**config.mk**
```make
export PLATFORM = sky130hd
export DESIGN_NAME = gearbox_20to16
export DESIGN_NICKNAME = d
export VERILOG_FILES = /design/src/rtl/gearbox_20to16.sv
export SDC_FILE = /design/constraint.sdc
export NUM_CORES = 1
export LEC_CHECK = 0
export CAP_MARGIN = 40
export CORE_ASPECT_RATIO = 0.6
export CORE_MARGIN = 2
export CORE_UTILIZATION = 30
export CTS_CLUSTER_DIAMETER = 100
export CTS_CLUSTER_SIZE = 25
export DETAILED_ROUTE_END_ITERATION = 8
export DONT_BUFFER_PORTS = 1
export PLACE_DENSITY = 0.53
export SYNTH_ARGS = -nofsm -noshare
export SYNTH_HDL_FRONTEND = slang
export SYNTH_SLANG_ARGS = --single-unit
export TNS_END_PERCENT = 50
```
**constraint.sdc**
```tcl
create_clock -name clk -period 3.1 [get_ports clk]
set_clock_uncertainty 0.05 [all_clocks]
set_input_delay 0.31 -clock clk [delete_from_list [all_inputs] [get_ports clk]]
set_output_delay 0.31 -clock clk [all_outputs]
set_load 0.05 [all_outputs]
```
**src/rtl/gearbox_20to16.sv**
```systemverilog
`default_nettype none
// ============================================================================
//  Module      : gearbox_20to16
//  Description : Receive-side gearbox. Accepts IN_W-bit words and emits
//                OUT_W-bit words, LSB-first on both sides, through an
//                internal shift buffer whose bit 0 is the oldest bit.
//  Revision    : 1.0 - initial release
// ============================================================================
module gearbox_20to16 #(
    parameter int IN_W     = 20,
    parameter int OUT_W    = 16,
    parameter int BUF_BITS = 80
) (
    input  logic             clk,
    input  logic             res,
    input  logic [IN_W-1:0]  data_in,
    input  logic             shift_in,
    output logic             full,
    output logic [OUT_W-1:0] data_out,
    output logic             valid_out,
    input  logic             shift_out
);

    localparam int c_CNT_W = $clog2(BUF_BITS + 1);

    localparam logic [c_CNT_W-1:0] c_FULL_TH = c_CNT_W'(BUF_BITS - IN_W);
    localparam logic [c_CNT_W-1:0] c_IN_CNT  = c_CNT_W'(IN_W);
    localparam logic [c_CNT_W-1:0] c_OUT_CNT = c_CNT_W'(OUT_W);

    logic [BUF_BITS-1:0] r_buf;
    logic [c_CNT_W-1:0]  r_cnt;

    logic                w_push_acc;
    logic                w_pop_acc;
    logic [BUF_BITS-1:0] w_din_ext;
    logic [BUF_BITS-1:0] w_buf_pop;
    logic [c_CNT_W-1:0]  w_cnt_pop;
    logic [BUF_BITS-1:0] w_buf_nxt;
    logic [c_CNT_W-1:0]  w_cnt_nxt;

    // Status flags come from registered state only, so no input reaches an output.
    assign full      = (r_cnt > c_FULL_TH);
    assign valid_out = (r_cnt >= c_OUT_CNT);
    assign data_out  = r_buf[OUT_W-1:0];

    assign w_push_acc = shift_in & ~full;
    assign w_pop_acc  = shift_out & valid_out;
    assign w_din_ext  = {{(BUF_BITS - IN_W){1'b0}}, data_in};

    // Next-state: pop first (shift out oldest bits), then append the new word
    // right above the remaining valid bits. Bits above the count are always
    // zero, so an OR is enough to merge the new word in.
    always_comb begin
        w_buf_pop = r_buf;
        w_cnt_pop = r_cnt;
        if (w_pop_acc) begin
            w_buf_pop = r_buf >> OUT_W;
            w_cnt_pop = r_cnt - c_OUT_CNT;
        end
        w_buf_nxt = w_buf_pop;
        w_cnt_nxt = w_cnt_pop;
        if (w_push_acc) begin
            w_buf_nxt = w_buf_pop | (w_din_ext << w_cnt_pop);
            w_cnt_nxt = w_cnt_pop + c_IN_CNT;
        end
    end

    // Buffer and fill-count registers; reset discards any buffered data.
    always_ff @(posedge clk) begin
        if (res) begin
            r_buf <= '0;
            r_cnt <= '0;
        end else begin
            r_buf <= w_buf_nxt;
            r_cnt <= w_cnt_nxt;
        end
    end

endmodule
`default_nettype wire

```
==> qor.csv, run 1 <==
stage,metric,value,unit
outcome,status,finished clean,
final_layout,max reg flops,80,
final_layout,clock-cell share of area,5.59,%
final_layout,fin cells,785,
synthesis,sequential cell area fraction in the yosys report,35.7,%
grt,antenna violations before repair,0,
placement,post-placement cell count,768,
clock_network,number of instances resized during post-cts repair,0,
synthesis,chip area line of the yosys report,4770,um^2
drt,highest metal layer used by the detailed router,met4,
synthesis,yosys stat cell total,614,
worst_setup_path,endpoint of the worst register-to-register path,r_buf[37]$_SDFF_PP0_,
final_timing,maximum frequency from static timing analysis,351,MHz
final_timing,transition time at the pin with the least slew margin,765,ps
floorplan,tap cell instance count,203,
synthesis,and+or+nand+nor area frac,26.9,%
power,clock group share of total power,22.8,%
final_layout,cell class with the largest area share,logic gates,
clock_network,TritonCTS clock tree,yes,
synthesis,Adder-Cell Fraction of Synth Area,1.31,%
final_layout,layout-stage area growth over the synthesis result,9.48,%
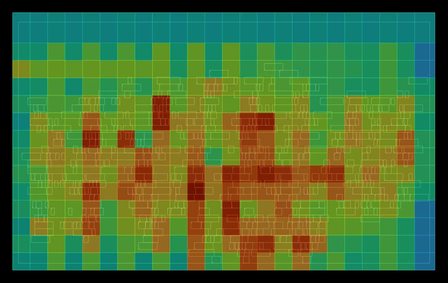
run_1/congestion_map.png
final core utilization: 33.8%
global routing usage on met3: 5.24%
met1 Resource Use GR: 23.8%
global routing's busiest layer: met2
combined global-route utilization of all metal layers: 17.7%

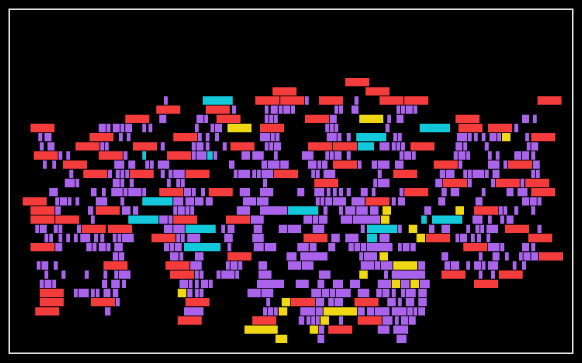
run_1/class_map.png
class	colour	cells	share of their area
remaining logic cells	purple	461	55%
remaining buffers and delay cells	yellow	21	4.8%
clock drivers and dummy loads	cyan	15	5.9%
registers	red	85	34%

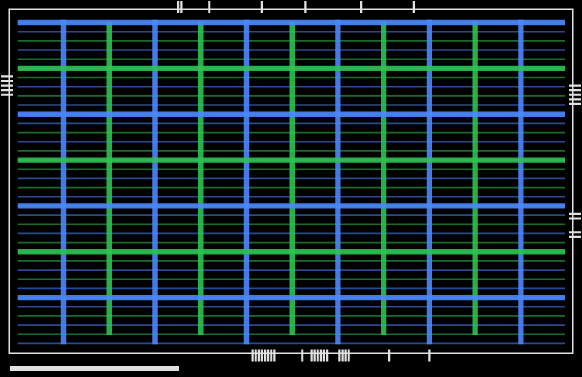
run_1/floorplan.png
Bar = 50 um. Pins as bars on the die edge.
net	colour
VDD	green
VSS	blue
signal pins	42
met4 straps	11
met1 rails	36

run_1/util_map.png
Bar = 50 um. 17 x 10 tiles, from black (low) to pale yellow (high), 0 to 100% covered.
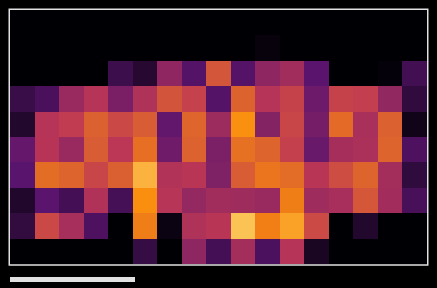

## Run 2: what changed since run 1
--- a/config.mk
+++ b/config.mk
@@ -8,12 +8,12 @@
 export CAP_MARGIN = 40
 export CORE_ASPECT_RATIO = 0.6
 export CORE_MARGIN = 2
-export CORE_UTILIZATION = 30
+export CORE_UTILIZATION = 55
 export CTS_CLUSTER_DIAMETER = 100
 export CTS_CLUSTER_SIZE = 25
 export DETAILED_ROUTE_END_ITERATION = 8
 export DONT_BUFFER_PORTS = 1
-export PLACE_DENSITY = 0.53
+export PLACE_DENSITY = 0.81
 export SYNTH_ARGS = -nofsm -noshare
 export SYNTH_HDL_FRONTEND = slang
 export SYNTH_SLANG_ARGS = --single-unit
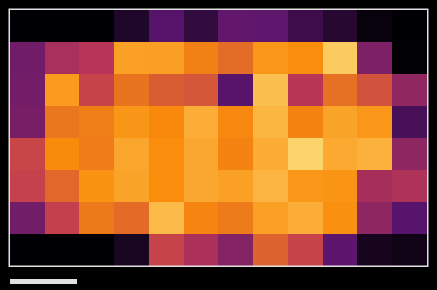
run_2/util_map.png
Bar = 20 um. 12 x 8 tiles, from black (low) to pale yellow (high), 0 to 100% covered.
mean over tiles	53%
fullest tile	91%
nearly empty tiles	9.4%
densest ninth of the die	middle
core footprint: 8460 um^2
final core utilization: 60.7%
starting density of the core: 56.4%

==> run 2 against run 1 <==
Against the previous run:
- worst setup slack worse by 52 ps
- final area down 1.6%
- largest power group unchanged
- flip-flop count unchanged
- power up 0.50%
- critical path type unchanged
- utilization up 27 points
- synthesized cell count unchanged
==> qor.csv, run 2 <==
stage,metric,value,unit,change
outcome,status,finished clean,,unchanged
worst_setup_path,critical-path maximum fanout,31,,unchanged
placement,post-placement cell count,678,,was 768
final_layout,cell class with the largest area share,logic gates,,unchanged
clock_network,number of instances resized during post-cts repair,0,,unchanged
grt,met1 Resource Use GR,38.9,%,was 23.8%
drt,wire length reported by the detailed router,13400,um,was 14700 um
final_layout,max reg flops,80,,unchanged
floorplan,tap cell instance count,112,,was 203
drt,Met1 Wirelength,5600,um,was 6800 um
grt,antenna violations before repair,0,,unchanged
grt,combined global-route utilization of all metal layers,29.0,%,was 17.7%
final_layout,clock-cell share of area,6.09,%,was 5.59%
final_timing,maximum frequency from static timing analysis,345,MHz,was 351 MHz
final_layout,most frequent logic cell in the layout,sky130_fd_sc_hd__nand2_1,,unchanged
worst_setup_path,number of gates on the worst path with buffers counted,9,,unchanged
clock_network,post-CTS setup-driven buffer insertion count,0,,unchanged
final_layout,signal buffers share of area,4.78,%,was 4.56%
synthesis,"top cells, area","sky130_fd_sc_hd__dfxtp_1, sky130_fd_sc_hd__nand2_1, sky130_fd_sc_hd__a31oi_1, sky130_fd_sc_hd__mux2i_1, sky130_fd_sc_hd__mux2_2",,unchanged
power,clock group share of total power,23.3,%,was 22.8%
placement,final estimated routing congestion in global placement,0.892,,was 0.868
placement,dpl ws,292,ps,was 281 ps
final_layout,layout-stage area growth over the synthesis result,7.69,%,was 9.48%
grt,global routing usage on met3,10.5,%,was 5.24%
final_timing,transition time at the pin with the least slew margin,993,ps,was 765 ps
drt,highest metal layer used by the detailed router,met4,,unchanged
synthesis,Adder-Cell Fraction of Synth Area,1.31,%,unchanged
synthesis,chip area line of the yosys report,4770,um^2,unchanged
synthesis,yosys stat cell total,614,,unchanged
worst_setup_path,endpoint of the worst register-to-register path,r_buf[38]$_SDFF_PP0_,,was r_buf[37]$_SDFF_PP0_
synthesis,and+or+nand+nor area frac,26.9,%,unchanged
grt,global routing's busiest layer,met2,,unchanged
final_layout,fill cell instance count of the final layout,728,,was 1617
final_layout,fin cells,696,,was 785
final_layout,final-stage net count,608,,was 607
synthesis,sequential cell area fraction in the yosys report,35.7,%,unchanged
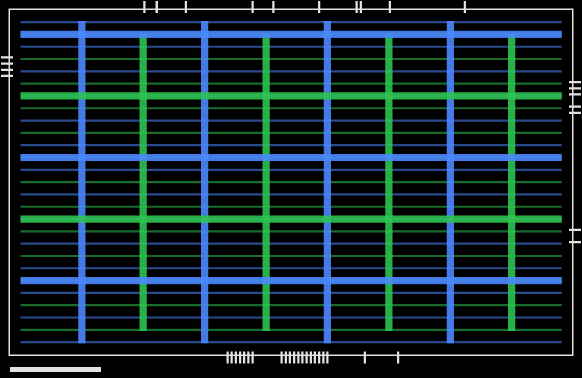
run_2/floorplan.png
Bar = 20 um. Pins as bars on the die edge.
net	colour
VDD	green
VSS	blue
met1 rails	27
met5 straps	5
worst ir drop on vdd: 0.583 mV
die boundary height: 76.1 um
chip width: 124 um

run_2/class_map.png
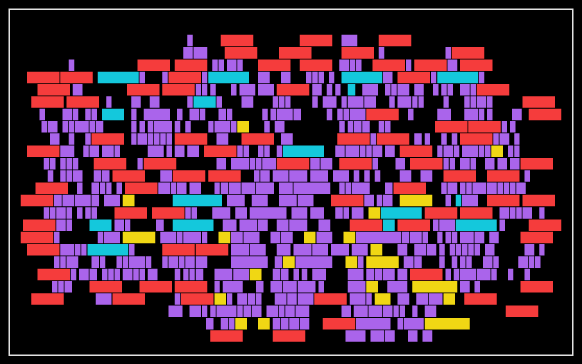

## Run 3: what changed since run 2
--- a/config.mk
+++ b/config.mk
@@ -13,7 +13,7 @@
 export CTS_CLUSTER_SIZE = 25
 export DETAILED_ROUTE_END_ITERATION = 8
 export DONT_BUFFER_PORTS = 1
-export PLACE_DENSITY = 0.81
+export PLACE_DENSITY = 0.83
 export SYNTH_ARGS = -nofsm -noshare
 export SYNTH_HDL_FRONTEND = slang
 export SYNTH_SLANG_ARGS = --single-unit
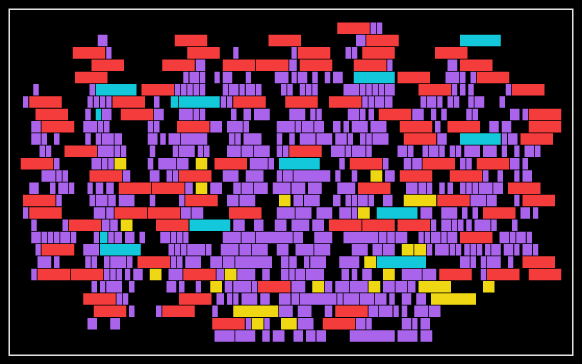
run_3/class_map.png
class	colour	cells	share of their area
remaining buffers and delay cells	yellow	23	4.9%
remaining logic cells	purple	461	55%
clock drivers and dummy loads	cyan	13	5.4%
registers	red	85	34%
sequential fraction of total cell area: 33.5%
final core utilization: 60.1%
Rows: 26
Final Instance Area: 5080 um^2

==> run 3 against run 2 <==
Against the previous run:
- global-route usage up 0.48 points
- register-to-register slack about the same
- sequential share of layout area up 0.32 points
- area after synthesis unchanged
- hold slack worse by 3.4 ps
- combinational power about the same
- clock-buffer cell count down 3
- die size unchanged
- wire length up 1.6%
- worst setup slack better by 9.6 ps
- critical endpoint is now r_buf[4]$_SDFF_PP0_
==> qor.csv, run 3 <==
stage,metric,value,unit,change
drt,highest metal layer used by the detailed router,met4,,unchanged
worst_setup_path,number of gates on the worst path with buffers counted,8,,was 9
grt,met1 Resource Use GR,40.3,%,was 38.9%
final_layout,fill cell instance count of the final layout,756,,was 728
final_layout,layout-stage area growth over the synthesis result,6.67,%,was 7.69%
worst_setup_path,endpoint of the worst register-to-register path,r_buf[4]$_SDFF_PP0_,,was r_buf[38]$_SDFF_PP0_
synthesis,sequential cell area fraction in the yosys report,35.7,%,unchanged
synthesis,yosys stat cell total,614,,unchanged
placement,post-placement cell count,679,,was 678
drt,Met1 Wirelength,5650,um,was 5600 um
clock_network,post-CTS setup-driven buffer insertion count,0,,unchanged
final_layout,most frequent logic cell in the layout,sky130_fd_sc_hd__nand2_1,,unchanged
floorplan,die boundary height,76.1,um,unchanged
grt,global routing's busiest layer,met2,,unchanged
worst_setup_path,critical-path maximum fanout,8,,was 31
synthesis,"top cells, area","sky130_fd_sc_hd__dfxtp_1, sky130_fd_sc_hd__nand2_1, sky130_fd_sc_hd__a31oi_1, sky130_fd_sc_hd__mux2i_1, sky130_fd_sc_hd__mux2_2",,unchanged
floorplan,chip width,124,um,unchanged
grt,global routing usage on met3,6.74,%,was 10.5%
power,clock group share of total power,21.7,%,was 23.3%
placement,dpl ws,300,ps,was 292 ps
clock_network,number of instances resized during post-cts repair,0,,unchanged
final_layout,max reg flops,80,,unchanged
final_layout,final-stage net count,609,,was 608
worst_setup_path,critical register-to-register path startpoint,r_cnt[5]$_SDFF_PP0_,,unchanged
grt,grt ovf,0,,unchanged
placement,final estimated routing congestion in global placement,0.885,,was 0.892
clock_network,TritonCTS clock tree,yes,,unchanged
grt,antenna violations before repair,0,,unchanged
synthesis,Adder-Cell Fraction of Synth Area,1.31,%,unchanged
final_timing,transition time at the pin with the least slew margin,768,ps,was 993 ps
outcome,status,finished clean,,unchanged
synthesis,chip area line of the yosys report,4770,um^2,unchanged
final_layout,fin cells,694,,was 696
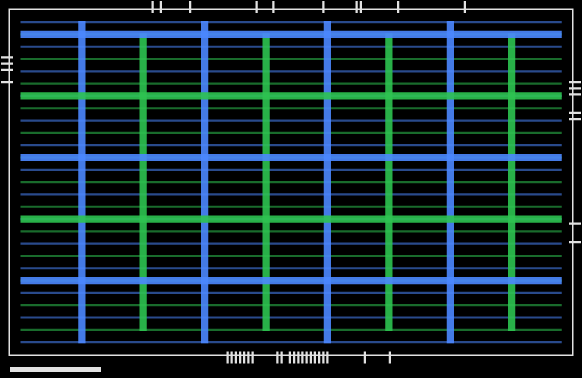
run_3/floorplan.png
Bar = 20 um. Pins as bars on the die edge.
net	colour
VSS	blue
VDD	green
met1 rails	27
rows	26
worst ir drop on vdd: 0.481 mV

Power is estimated from default activity; no workload was simulated.
